===== config.mk =====
export PLATFORM = sky130hd
export DESIGN_NAME = stage_sequencer
export DESIGN_NICKNAME = d
export VERILOG_FILES = /design/src/rtl/stage_sequencer.sv
export SDC_FILE = /design/constraint.sdc
export NUM_CORES = 1
export LEC_CHECK = 0
export ABC_AREA = 1
export CORE_ASPECT_RATIO = 1.2
export CORE_MARGIN = 8
export CORE_UTILIZATION = 53
export DETAILED_ROUTE_END_ITERATION = 8
export PLACE_DENSITY_LB_ADDON = 0.2
export RECOVER_POWER = 25
export SYNTH_ARGS = -nofsm -noshare
export SYNTH_HDL_FRONTEND = slang
export SYNTH_SLANG_ARGS = --single-unit
export TNS_END_PERCENT = 100

===== constraint.sdc =====
create_clock -name clk -period 3.1 [get_ports clk]
set_input_delay 0.62 -clock clk [delete_from_list [all_inputs] [get_ports clk]]
set_output_delay 0.62 -clock clk [all_outputs]
set_load 0.05 [all_outputs]

===== src/rtl/stage_sequencer.sv =====
// Multicycle stage sequencer: one-hot stage strobes with stall, skip, flush, run/halt and retire count.
// One cycle per visited stage; stage_busy[k] holds stage k in place, flush restarts at stage 0.
module stage_sequencer #(
    parameter int NUM_STAGES = 5,
    parameter int STAGE_BITS = 3,
    parameter int CNT_WIDTH  = 16
) (
    input  logic                  clk,
    input  logic                  nreset,
    input  logic                  run,
    input  logic [NUM_STAGES-1:0] stage_busy,
    input  logic [NUM_STAGES-1:0] skip_mask,
    input  logic                  flush,
    output logic [NUM_STAGES-1:0] stage_go,
    output logic [STAGE_BITS-1:0] stage_idx,
    output logic                  instr_done,
    output logic [CNT_WIDTH-1:0]  instr_count,
    output logic                  idle
);

    typedef enum logic {IDLE, ACTIVE} state_t;

    localparam logic [NUM_STAGES-1:0] GO_FETCH = {{(NUM_STAGES-1){1'b0}}, 1'b1};

    state_t                  state;
    logic [NUM_STAGES-1:0]   latchedSkip;
    logic [NUM_STAGES-1:0]   effSkip;
    logic                    nextFound;
    logic [STAGE_BITS-1:0]   nextIdx;

    // Fetch sees the live mask; later stages use the copy taken when fetch was left.
    always_comb begin
        effSkip   = (stage_idx == '0) ? (skip_mask & ~GO_FETCH) : latchedSkip;
        nextFound = 1'b0;
        nextIdx   = '0;
        for (int j = 0; j < NUM_STAGES; j++) begin
            if (!nextFound && (STAGE_BITS'(j) > stage_idx) && !effSkip[j]) begin
                nextFound = 1'b1;
                nextIdx   = STAGE_BITS'(j);
            end
        end
    end

    always_ff @(posedge clk or posedge nreset) begin
        if (nreset) begin
            state       <= IDLE;
            stage_go    <= '0;
            stage_idx   <= '0;
            instr_done  <= 1'b0;
            instr_count <= '0;
            idle        <= 1'b1;
            latchedSkip <= '0;
        end else begin
            instr_done <= 1'b0;
            case (state)
                IDLE: begin
                    if (run) begin
                        state     <= ACTIVE;
                        stage_go  <= GO_FETCH;
                        stage_idx <= '0;
                        idle      <= 1'b0;
                    end
                end
                ACTIVE: begin
                    if (flush || (!stage_busy[stage_idx] && !nextFound)) begin
                        // Flush and completion both return to fetch or idle; only completion retires.
                        latchedSkip <= '0;
                        if (!flush) begin
                            instr_done  <= 1'b1;
                            instr_count <= instr_count + CNT_WIDTH'(1);
                        end
                        stage_idx <= '0;
                        if (run) begin
                            stage_go <= GO_FETCH;
                            idle     <= 1'b0;
                        end else begin
                            state    <= IDLE;
                            stage_go <= '0;
                            idle     <= 1'b1;
                        end
                    end else if (!stage_busy[stage_idx]) begin
                        if (stage_idx == '0) begin
                            latchedSkip <= effSkip;
                        end
                        stage_idx <= nextIdx;
                        stage_go  <= GO_FETCH << nextIdx;
                    end
                end
                default: begin
                    state    <= IDLE;
                    stage_go <= '0;
                    idle     <= 1'b1;
                end
            endcase
        end
    end

endmodule

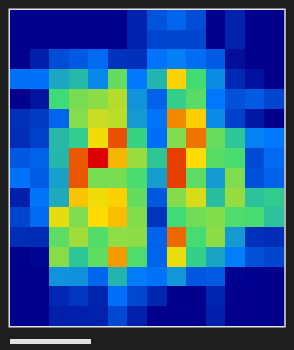
**Above:** run 1 (routed metal per tile).
Bar = 20 um. 14 x 16 tiles, from dark blue (low) to red (high), scaled to the fullest tile. Values are wire area over tile area, all layers added.
emptiest ninth of the die: top right
mean over tiles: 0.12
tiles over half the peak: 28%
densest ninth of the die: middle
WL final: 3984 um
Vias: 1600
Wirelength per Cell: 13.15 um
GRT Total Usage: 0.1600

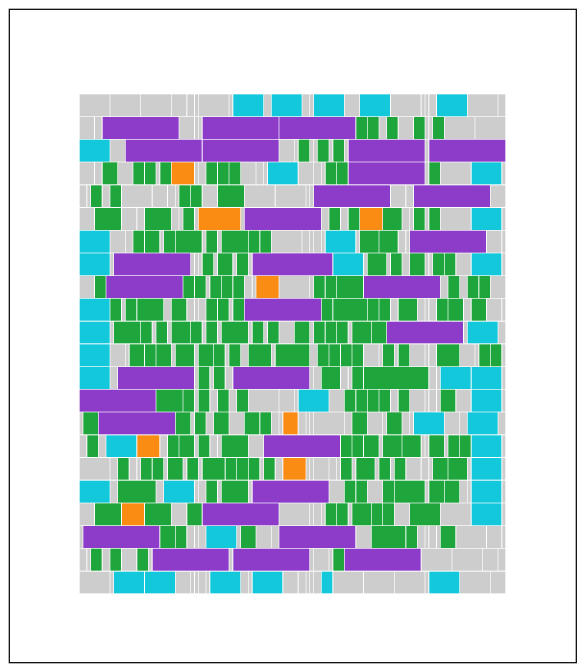
**Above:** run 1 (cells colored by class).
Fill, decap, tap and diode cells in gray.
legend:
  purple:
    class: sequential cells
    cells: 30
    share_of_their_area: 35%
  green:
    class: combinational and other logic
    cells: 190
    share_of_their_area: 44%
  orange:
    class: clock drivers and dummy loads
    cells: 8
    share_of_their_area: 3.0%
  cyan:
    class: remaining buffers and delay cells
    cells: 39
    share_of_their_area: 18%
CORE AREA: 0.003055 mm^2
flop share of the area: 0.3460
Util after Layout: 0.7113
Rows: 22
final instance area: 0.002173 mm^2

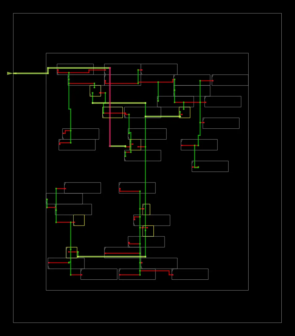
**Above:** run 1 (the clock network).
CTS Buf Count: 5
Flop Count: 30
clk sinks: 30

==> results.cfg, run 1 <==
; generated from flow reports
[run_status]
run_status = finished, final reports clean

[final_timing]
fmax_mhz = 431.4
relSlewSlack = 0.4852
report.final.slew_viol_count = 0
rsz0062_at_grt = false
min_period_ps = 2318
tightest_slew_ps = 772.3
setup_viol_count_final = 0

[power_and_ir_drop]
ir_drop_v = 0.0006313
p_sw_mw = 0.8496
p_comb_frac = 0.510
clkPwrFrac = 0.142
p_leak_nw = 1.058
power.switching_fraction = 0.4867
powerDensity_mw_per_mm2 = 803.1
p_int_mw = 0.8959

[synth]
ys_async_sr_fraction = 1.000
netlist_area_mm2 = 0.001700
synth_seq_share = 0.4422
flop_cell = dfrtp_1
synth.area.mux_share = 0
xor_area_frac = 0.06696
syn_inst = 223
synth-compound-area-share = 0.05813
ys_sh_adder = 0.007358
ys_types = 28
logic_family = simple AND/OR/NAND/NOR gates

[drt]
drt_pass1_iterations = 4
dr.first_iter.drc_count = 49
wl_met1_um = 1627
highest_layer = met4
wl_met3_um = 219

[finish]
inverters_excl_clock = 24
comb.multi_input.count = 166
clockNetworkAreaShare = 0.02936
area.sequential_um2 = 752.0
drive_gt1_frac = 0.08614
lay_top_cells = nand2_1, clkdlybuf4s50_1, dfrtp_1, inv_1, nor2_1
mostFrequentLayoutCell = nand2_1
area_growth_pct = 27.81
sh_comb_area = 0.3857
buffers = 39
combGateArea_um2 = 838.3
nets = 281
nClkBuffers = 6
final_cells = 303

[die]
io_pins = 40
taps = 36
fp_util = 0.5565
die_area_mm2 = 0.005284

[placement]
io_buffers = 38
placed_area_mm2 = 0.002113
placed_cells = 295
place_hpwl_um = 3086
routabilityCongestion = 0.8818

[hold_path]
min_path_type = reg2reg
hp-start = idle

[cts]
htreeDepth = 2
cts_tree = yes
clk_latency_ps = 330
clk_pin_slew_worst_paths_ps = 100

[worst_setup_path]
r2r-end = instr_count[4]
crit_required_ps = 2480
crit_chain = clkdlybuf4s50_1
critPathMaxFanout = 2
reg2reg_slack_ps = 1200
endpoint = idle
cp.buffers_inverters = 1
crit_family = buffers and inverters
cp.arrival_ps = 1700
rr_worst_depth = 9

[global_route]
met2_usage = 0.2830
grt_use_met1 = 0.1615
antenna_found_initial = 0
grt_pass1_vias = 1609
grt.busiest_layer = met2

[run]
warning_count = 27
maxCapViolCount = 0
-- run 1: state kept, by name (all words and copies together), names as in the netlist --
register and cells:
idle 1, instr_count 16, instr_done 1, latchedSkip 3
stage_go 5, stage_idx 3, state 1
-- run 1: power groups by stage --
| stage | Combinational, mW | Clock [mW] | Sequential (mW) |
|---|---|---|---|
| 2_1_floorplan | 0.353 | 0 | 0.880 |
| 3_3_place_gp | 0.880 | 0 | 0.607 |
| 3_5_place_dp | 0.898 | 0 | 0.612 |
| 4_1_cts | 0.901 | 0.256 | 0.605 |
| 5_1_grt | 0.962 | 0.273 | 0.623 |
| 6_report | 0.890 | 0.248 | 0.607 |
--- run 2 (diff from run 1) ---
- CORE_UTILIZATION: 53 -> 45
- clock period: 3.1 -> 1.85 ns (I/O delays scaled with it)
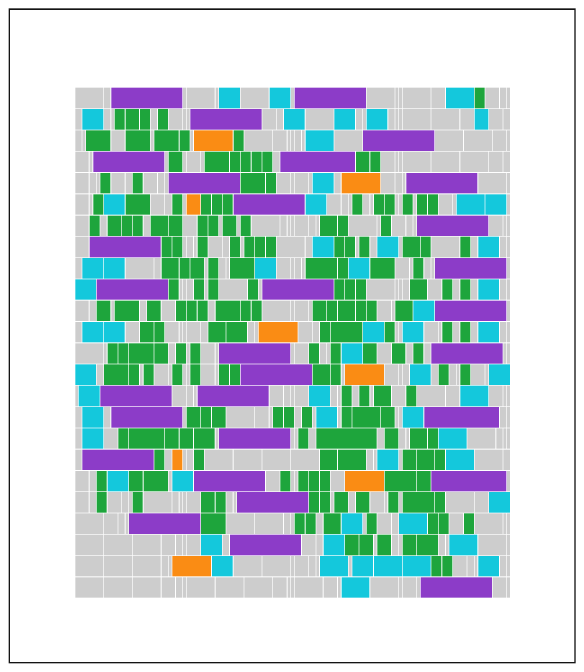
**Above:** run 2 (cells colored by class).
Fill, decap, tap and diode cells in gray.
legend:
  purple:
    class: sequential cells
    cells: 30
    share_of_their_area: 34%
  cyan:
    class: remaining buffers and delay cells
    cells: 58
    share_of_their_area: 21%
  orange:
    class: clock drivers and dummy loads
    cells: 8
    share_of_their_area: 4.1%
  green:
    class: combinational and other logic
    cells: 190
    share_of_their_area: 42%

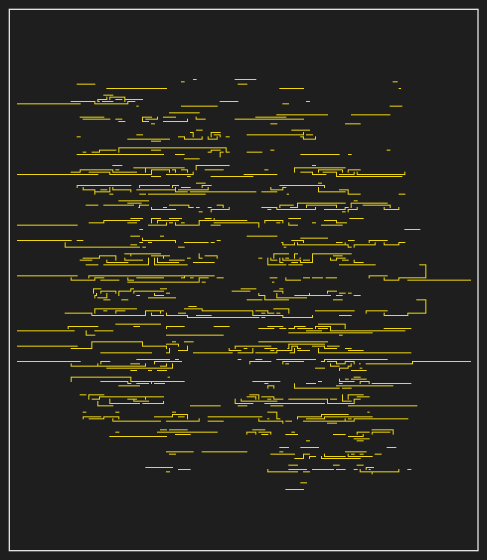
**Above:** run 2 (the metal 1 layer).
nets with wire on the layer: 268
wire length on this layer: 1680 um
share of all routed wire: 41%
main direction: horizontal
longest straight run: 19.3 um
met1 GRT Util: 0.1436
Vias: 1611
WL final: 4152 um

==> run 2 against run 1 <==
Die size is 14% higher. Register-to-register slack worse by 1000 ps. Via count is 0.69% higher. Hold slack worse by 14 ps. Clock-buffer cell count is 1 higher. Combinational power is about 80% higher. First-iteration DRC count is 49% higher. Flip-flop count stayed put. Sequential share of layout area is 1.9 points lower. Synthesized cell count stayed put. Global-route usage is 1.2 points lower. Critical endpoint is now instr_count[0].
==> results.cfg, run 2 <==
; generated from flow reports
[power_and_ir_drop]
sequentialPower_mw = 1.02
power-top-group = combinational logic
clkPwrFrac = 0.172
p_int_mw = 1.698
ir_drop_v = 0.0007553
pg_clk_mw = 0.544
powerDensity_mw_per_mm2 = 1371
p_comb_frac = 0.505
power.switching_fraction = 0.4638

[cts]
clkSinkCount = 30
cts_buffers = 5
htreeDepth = 2
cts_tree = yes
clk_pin_slew_worst_paths_ps = 60

[placement]
routabilityCongestion = 0.8240
place_hpwl_um = 3195
io_buffers = 38

[final_timing]
tightest_slew_ps = 740.4
min_period_ps = 1685
relSlewSlack = 0.5064
setup_viol_count_final = 0
fmax_mhz = 593.5
report.final.slew_viol_count = 0
rsz0062_at_grt = false

[hold_path]
hp-start = idle

[synth]
netlist_area_mm2 = 0.001700
ys_types = 28
syn_inst = 223
synth.area.mux_share = 0
ys_async_sr_fraction = 1.000
xor_area_frac = 0.06696
synth_seq_share = 0.4422
synth_top_area_share = 0.4268
ys_sh_adder = 0.007358

[drt]
routedWlPerCell_um = 12.28
drt_pass1_iterations = 5
highest_layer = met4
dr.first_iter.drc_count = 73
wl_met1_um = 1682
wl_met2_um = 2156

[worst_setup_path]
cp.arrival_ps = 1860
r2r-end = instr_count[0]
cp.buffers_inverters = 1
crit_required_ps = 2020
critPathMaxFanout = 7
crit_chain = nor2_4 -> nand3_1 -> nand3_2 -> nand4_4 -> nor2_4 -> nand2_4 -> buf_4 -> xor2_1
crit_family = simple AND/OR/NAND/NOR gates
endpoint_kind = flip-flop
reg2reg_slack_ps = 170
max_stage_delay_ps = 440
endpoint = instr_count[0]

[finish]
area_growth_pct = 35.84
drive_gt1_frac = 0.2448
antenna_cells = 0
lay_top_cells = nand2_1, buf_4, dfrtp_1, inv_1, nor2_1
top_regs = instr_count x16, stage_go x5
largest_reg_flops = 16
mostFrequentLayoutCell = nand2_1
top_register = instr_count
nets = 300

[global_route]
antenna_found_initial = 0
grt_pass1_vias = 1628
track_usage = 0.1481
grt_first_pass_wirelength_um = 7141
met2_usage = 0.2634
use_met3 = 0.04808

[run]
warning_count = 27
maxCapViolCount = 0

[die]
io_pins = 40
coreArea_mm2 = 0.003633
rows = 24
fp_util = 0.4680
die_area_mm2 = 0.006010

[run_status]
run_status = finished, final reports clean
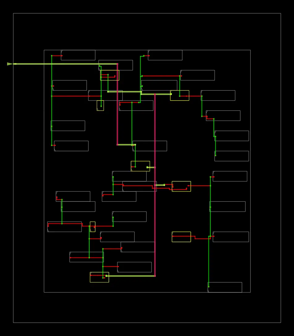
**Above:** run 2 (the clock network).
# clk buffers: 7
clk latency late pin: 280 ps
Final Skew: 6.125 ps

==> run 2: area by class of cell <==
cell class | count | area, um^2 | share of cell area
clock buffers | 7 | 86.33 | 0.03738
clock inverters | 1 | 5.005 | 0.002167
inverters | 24 | 92.59 | 0.04009
multi-input cells | 166 | 843.3 | 0.3651
flip-flops and latches | 30 | 754.5 | 0.3267
well taps | 52 | 65.06 | 0.02817
repair buffers | 58 | 462.9 | 0.2004
==> run 2: stage by stage <==
step	utilization	power [mW]	hold WS (ps)	instances	instance area, um^2
2_1_floorplan	-	2.068	442.2	223	1702
3_3_place_gp	0.6088	2.604	454.2	330	2212
3_5_place_dp	0.6088	2.632	463.3	330	2212
4_1_cts	0.6340	3.199	461.6	338	2303
6_report	0.6357	3.166	473.1	338	2310
5_1_grt	0.6357	3.376	491.8	338	2310
Power and IR drop assume default switching activity.
